**Port wiring**

The bar under the picture is 20 um long.
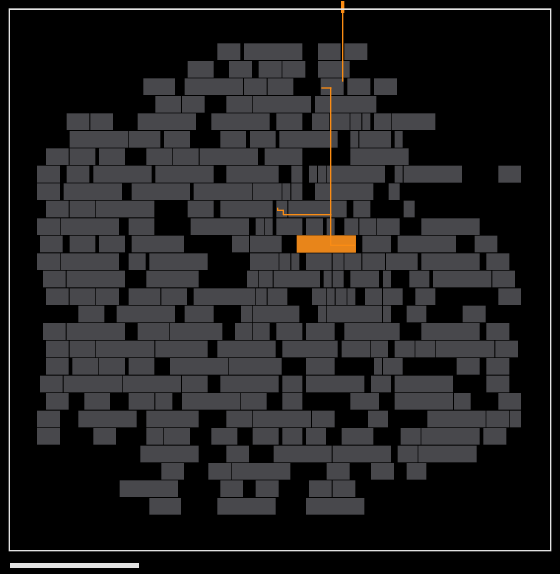
**Sequential cells coloured by netlist name**

The bar under the picture is 20 um long. Other sequential cells in the stronger grey, the rest of the logic in the fainter grey.
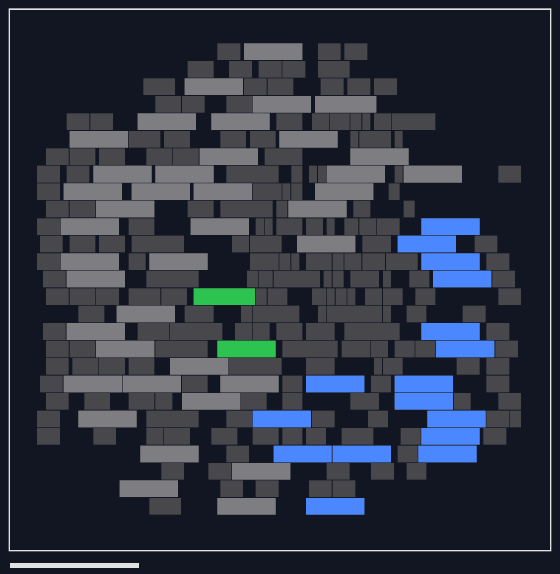
==> config.mk <==
export PLATFORM = sky130hd
export DESIGN_NAME = somador_multiciclo_flat
export DESIGN_NICKNAME = d
export VERILOG_FILES = /design/src/rtl/somador_multiciclo_if.sv /design/src/rtl/somador_multiciclo.sv /design/src/flat_wrapper.sv
export SDC_FILE = /design/constraint.sdc
export NUM_CORES = 1
export LEC_CHECK = 0
export CAP_MARGIN = 30
export CORE_MARGIN = 4
export CORE_UTILIZATION = 46
export CTS_BUF_LIST = sky130_fd_sc_hd__clkbuf_4 sky130_fd_sc_hd__clkbuf_8 sky130_fd_sc_hd__clkbuf_16
export DETAILED_ROUTE_END_ITERATION = 10
export PLACE_DENSITY = 0.88
export SLEW_MARGIN = 20
export SYNTH_ARGS = -nofsm -noshare
export SYNTH_HDL_FRONTEND = slang
export SYNTH_SLANG_ARGS = --single-unit
==> constraint.sdc <==
create_clock -name clk -period 2.9 [get_ports clk]
set_clock_uncertainty 0.15 [all_clocks]
set_input_delay 0.435 -clock clk [delete_from_list [all_inputs] [get_ports clk]]
set_output_delay 0.435 -clock clk [all_outputs]
set_load 0.01 [all_outputs]
==> src/rtl/somador_multiciclo_if.sv <==
// Operand/result handshake bundle for somador_multiciclo.
// Carries the optional sub line when SOMADOR_SUBTRACAO_EN is defined.
interface somador_multiciclo_if #(
    parameter int N_NIBBLES = 4
);
    localparam int W = 4 * N_NIBBLES;

    logic         in_valid;
    logic         in_ready;
    logic [W-1:0] op_a;
    logic [W-1:0] op_b;
    logic         cin;
    logic         out_valid;
    logic         out_ready;
    logic [W-1:0] resultado;
    logic         carry_out;
    logic         overflow;
`ifdef SOMADOR_SUBTRACAO_EN
    logic         sub;

    modport master (
        output in_valid, op_a, op_b, cin, sub, out_ready,
        input  in_ready, out_valid, resultado, carry_out, overflow
    );
    modport slave (
        input  in_valid, op_a, op_b, cin, sub, out_ready,
        output in_ready, out_valid, resultado, carry_out, overflow
    );
`else
    modport master (
        output in_valid, op_a, op_b, cin, out_ready,
        input  in_ready, out_valid, resultado, carry_out, overflow
    );
    modport slave (
        input  in_valid, op_a, op_b, cin, out_ready,
        output in_ready, out_valid, resultado, carry_out, overflow
    );
`endif
endinterface

==> src/rtl/somador_multiciclo.sv <==
// Multi-cycle W-bit adder: one nibble per clock through a single somador_4bits.
// Optional subtraction (port sub) enabled by macro SOMADOR_SUBTRACAO_EN.
module somador_4bits (
    input  logic [3:0] a,
    input  logic [3:0] b,
    input  logic       cin,
    output logic [3:0] soma,
    output logic       carry_out
);
    logic [4:0] total_s;

    assign total_s   = {1'b0, a} + {1'b0, b} + {4'b0000, cin};
    assign soma      = total_s[3:0];
    assign carry_out = total_s[4];
endmodule

module somador_multiciclo #(
    parameter int N_NIBBLES = 4
) (
    input  logic               clk,
    input  logic               rst_n,
    somador_multiciclo_if.slave bus
);
    localparam int W  = 4 * N_NIBBLES;
    localparam int CW = (N_NIBBLES > 1) ? $clog2(N_NIBBLES) : 1;
    localparam logic [CW-1:0] LAST_CNT = CW'(N_NIBBLES - 1);

    typedef enum logic [1:0] {
        OCIOSO  = 2'b00,
        SOMANDO = 2'b01,
        PRONTO  = 2'b10
    } estado_t;

    estado_t       state_r;
    logic [W-1:0]  a_r;
    logic [W-1:0]  b_r;
    logic          carry_r;
    logic [CW-1:0] cnt_r;
    logic [W-1:0]  resultado_r;
    logic          carry_out_r;
    logic          overflow_r;
    logic          out_valid_r;
    logic          in_ready_r;

    logic          sub_s;
    logic          cin_init_s;
    logic [3:0]    a_nib_s;
    logic [3:0]    b_nib_s;
    logic [3:0]    soma_s;
    logic          co_s;
    logic          last_s;
    logic          ovf_s;

    // Subtraction folds into B inversion at accept plus a forced initial carry of 1.
`ifdef SOMADOR_SUBTRACAO_EN
    assign sub_s      = bus.sub;
    assign cin_init_s = bus.sub ? 1'b1 : bus.cin;
`else
    assign sub_s      = 1'b0;
    assign cin_init_s = bus.cin;
`endif

    // Nibble steering, last-nibble detect and overflow from the stored MSBs.
    always_comb begin
        a_nib_s = a_r[{cnt_r, 2'b00} +: 4];
        b_nib_s = b_r[{cnt_r, 2'b00} +: 4];
        last_s  = (cnt_r == LAST_CNT);
        ovf_s   = (a_r[W-1] == b_r[W-1]) && (soma_s[3] != a_r[W-1]);
    end

    somador_4bits u_somador (
        .a         (a_nib_s),
        .b         (b_nib_s),
        .cin       (carry_r),
        .soma      (soma_s),
        .carry_out (co_s)
    );

    // Control FSM with registered handshake and result outputs.
    always_ff @(posedge clk or negedge rst_n) begin
        if (!rst_n) begin
            state_r     <= OCIOSO;
            a_r         <= {W{1'b0}};
            b_r         <= {W{1'b0}};
            carry_r     <= 1'b0;
            cnt_r       <= {CW{1'b0}};
            resultado_r <= {W{1'b0}};
            carry_out_r <= 1'b0;
            overflow_r  <= 1'b0;
            out_valid_r <= 1'b0;
            in_ready_r  <= 1'b1;
        end else begin
            case (state_r)
                OCIOSO: begin
                    if (bus.in_valid) begin
                        a_r        <= bus.op_a;
                        b_r        <= bus.op_b ^ {W{sub_s}};
                        carry_r    <= cin_init_s;
                        cnt_r      <= {CW{1'b0}};
                        in_ready_r <= 1'b0;
                        state_r    <= SOMANDO;
                    end
                end
                SOMANDO: begin
                    resultado_r[{cnt_r, 2'b00} +: 4] <= soma_s;
                    carry_r <= co_s;
                    if (last_s) begin
                        carry_out_r <= co_s;
                        overflow_r  <= ovf_s;
                        out_valid_r <= 1'b1;
                        state_r     <= PRONTO;
                    end else begin
                        cnt_r <= cnt_r + CW'(1'b1);
                    end
                end
                PRONTO: begin
                    // Results stay put after the handshake until the next operation.
                    if (bus.out_ready) begin
                        out_valid_r <= 1'b0;
                        in_ready_r  <= 1'b1;
                        state_r     <= OCIOSO;
                    end
                end
                default: begin
                    out_valid_r <= 1'b0;
                    in_ready_r  <= 1'b1;
                    state_r     <= OCIOSO;
                end
            endcase
        end
    end

    assign bus.in_ready  = in_ready_r;
    assign bus.out_valid = out_valid_r;
    assign bus.resultado = resultado_r;
    assign bus.carry_out = carry_out_r;
    assign bus.overflow  = overflow_r;
endmodule

==> src/flat_wrapper.sv <==
// flat-port wrapper written by rule: the top's interface ports become plain ports
module somador_multiciclo_flat 
#(
    parameter int N_NIBBLES = 4
)
  (clk, rst_n, bus_in_valid, bus_op_a, bus_op_b, bus_cin, bus_out_ready, bus_in_ready, bus_out_valid, bus_resultado, bus_carry_out, bus_overflow);
  somador_multiciclo_if #(.N_NIBBLES(N_NIBBLES)) bus_i ();
  input  logic clk;
  input  logic rst_n;
  input wire logic [$bits(bus_i.in_valid)-1:0] bus_in_valid;
  input wire logic [$bits(bus_i.op_a)-1:0] bus_op_a;
  input wire logic [$bits(bus_i.op_b)-1:0] bus_op_b;
  input wire logic [$bits(bus_i.cin)-1:0] bus_cin;
  input wire logic [$bits(bus_i.out_ready)-1:0] bus_out_ready;
  output wire logic [$bits(bus_i.in_ready)-1:0] bus_in_ready;
  output wire logic [$bits(bus_i.out_valid)-1:0] bus_out_valid;
  output wire logic [$bits(bus_i.resultado)-1:0] bus_resultado;
  output wire logic [$bits(bus_i.carry_out)-1:0] bus_carry_out;
  output wire logic [$bits(bus_i.overflow)-1:0] bus_overflow;
  assign bus_i.in_valid = bus_in_valid;
  assign bus_i.op_a = bus_op_a;
  assign bus_i.op_b = bus_op_b;
  assign bus_i.cin = bus_cin;
  assign bus_i.out_ready = bus_out_ready;
  assign bus_in_ready = bus_i.in_ready;
  assign bus_out_valid = bus_i.out_valid;
  assign bus_resultado = bus_i.resultado;
  assign bus_carry_out = bus_i.carry_out;
  assign bus_overflow = bus_i.overflow;
  somador_multiciclo #(.N_NIBBLES(N_NIBBLES)) u_core (.clk(clk), .rst_n(rst_n), .bus(bus_i));
endmodule
==> run notes <==
This memo summarizes the results of the implementation run.

Run status
The flow ran to the end, and the final reports show no timing, DRC or antenna violations.

Power and ir drop
The worst VDD IR drop from the latest analysis is 0.628 mV. The net switching fraction of the power is 39.0%. Per report_power, the Combinational row totals 2.07 mW. Per the OpenROAD power report, leakage power amounts to 1.49 nW. The clock network is responsible for 16.2% of the overall power.

Floorplan
In this run the standard cell core region covers 5540 um2. The floorplan step records an initial core utilization of 48.0%.

Clock network
The count of buffers added by post-CTS timing repair for setup is 0. The clock tree from TritonCTS is built. The number of buffers created by CTS is 9.

Worst setup path
The critical path starts at u_core.cnt_r[0]. The required time reported for the critical path endpoint is 3.01 ns. Of all nets on the critical path, the largest fanout is 8.

The depth of the most critical reg-to-reg path is 6. The end of the worst register-to-register path is u_core.bus.overflow. For this design, the slowest cell found on the critical path is sky130_fd_sc_hd__mux4_2.

Finish
The total number of sequential cells is 57. In the final layout, non-clock buffers account for 17.5% of the cell area. The net count of the finished layout is 296.

The area taken by multi-input combinational cells is reported as 1170 um2. In the layout the tool counted multi-input logic cells amounting to 111. After layout, the clock buffer instance count stands at 15.

Synth
The main area contributors are sky130_fd_sc_hd__dfrtp_1, sky130_fd_sc_hd__mux2_1, sky130_fd_sc_hd__mux4_2, sky130_fd_sc_hd__a22o_1, sky130_fd_sc_hd__ha_1. The xor/xnor cell area share of the yosys netlist is 0.329%. Summing every instance area after synthesis gives 2660 um2.

After synthesis, the share of flip-flops with an asynchronous set or reset is 100%. When the netlist entered floorplanning its net count stood at 228. Summing the areas of all and, or, nand and nor instances in the mapped netlist gives 8.24% of the synthesized area. For this design, Yosys synthesis ends with a cell count of 180.

The post-synth tally of flip-flops with integrated enable is 0. The area of the synthesized netlist per yosys stat is 2660 um2. The gate count of the mapped netlist is 180. The Yosys warning count is 0.

Routing
The script logs the ratio of routed vias to standard cells as 5.38. The number of nets with antenna violations after routing is 0. Across all layers, the routed design uses 1742 vias.

The number of optimization iterations in the first detailed-route pass is 4.

Worst hold path
The start point of the worst min-delay path is u_core.b_r[2]. The report gives the cell count of the worst hold path as 1. The path class of the tightest hold or removal check is reg2reg.

Place
The sum of net half-perimeters after detailed placement is 4010 um.

STA
Looking at the max-slew report, the worst-margin pin has a slew of 0.482 ns.

Global route
Entering global routing, the biggest net connects 37 pins. The via count of the first global-routing pass is 1869.

Flow run
The logs give a warning total of 31.
## Picture notes: 'port wiring'
Orange stands for bus_overflow, bits 1, direction output, end cells 1, wire 49.7 um.
count of pins on the block boundary: 57
port buffer count: 56

## Picture notes: 'sequential cells coloured by netlist name'
Blue stands for u_core.bus.resultado, flops 16. Green stands for u_core.cnt_r, flops 2.
Another 39 sequential cells are not coloured.
power in sequential cells: 1.39 mW
sequential cell area: 1430 um2
sequential portion of the cell area: 40.9%
utilization after layout: 63.1%

repair_timing:
item	in CTS	in global routing
gates resized	0	1
hold buffers	1	0
hold endpoints to repair	20	0
endpoints found under the setup margin	0	7
cell families after synthesis:
group                      Yosys count
xor gates and xnor gates             1
muxes                               40
and+or+nand+nor                     26
buffers and inverters               12
adders and majority gates           11
AOI/OAI and AO/OA                   33
DFF                                 57
stage by stage:
| step | cell area [um2] | setup WS, ns | instances | hold WS [ns] | total power [mW] |
|---|---|---|---|---|---|
| 2_1_floorplan | 2660 | 0.129 | 180 | -0.0106 | 2.83 |
| 3_3_place_gp | 3310 | 0.194 | 308 | 0.254 | 3.40 |
| 3_5_place_dp | 3310 | 0.114 | 308 | 0.271 | 3.47 |
| 4_1_cts | 3500 | 0.0980 | 324 | 0.337 | 4.17 |
| 5_1_grt | 3500 | 0.115 | 324 | 0.354 | 4.43 |
| 6_report | 3500 | 0.246 | 324 | 0.330 | 4.14 |
layer usage:
layer  vias to the layer above  GRT usage (%)  part of all wire [%]
met1                       874           20.4                    43
met3                         9           6.32                   6.0
li1                        811              -                     -
met4                         0           5.85                   1.4
met5                         -              0                     0
met2                        48           26.6                    50
placed cells by master (no fill, tap or decap), types with 8 or more instances in the layout:
| master | synthesis | final |
|---|---|---|
| sky130_fd_sc_hd__mux4_2 | 8 | 8 |
| sky130_fd_sc_hd__a22o_1 | 16 | 16 |
| sky130_fd_sc_hd__clkdlybuf4s50_1 | 0 | 55 |
| sky130_fd_sc_hd__mux2_1 | 26 | 26 |
| sky130_fd_sc_hd__dfrtp_1 | 56 | 55 |
| sky130_fd_sc_hd__a21oi_1 | 8 | 8 |
| sky130_fd_sc_hd__ha_1 | 9 | 9 |
| sky130_fd_sc_hd__clkbuf_8 | 0 | 10 |
Power is estimated from default activity; no workload was simulated.
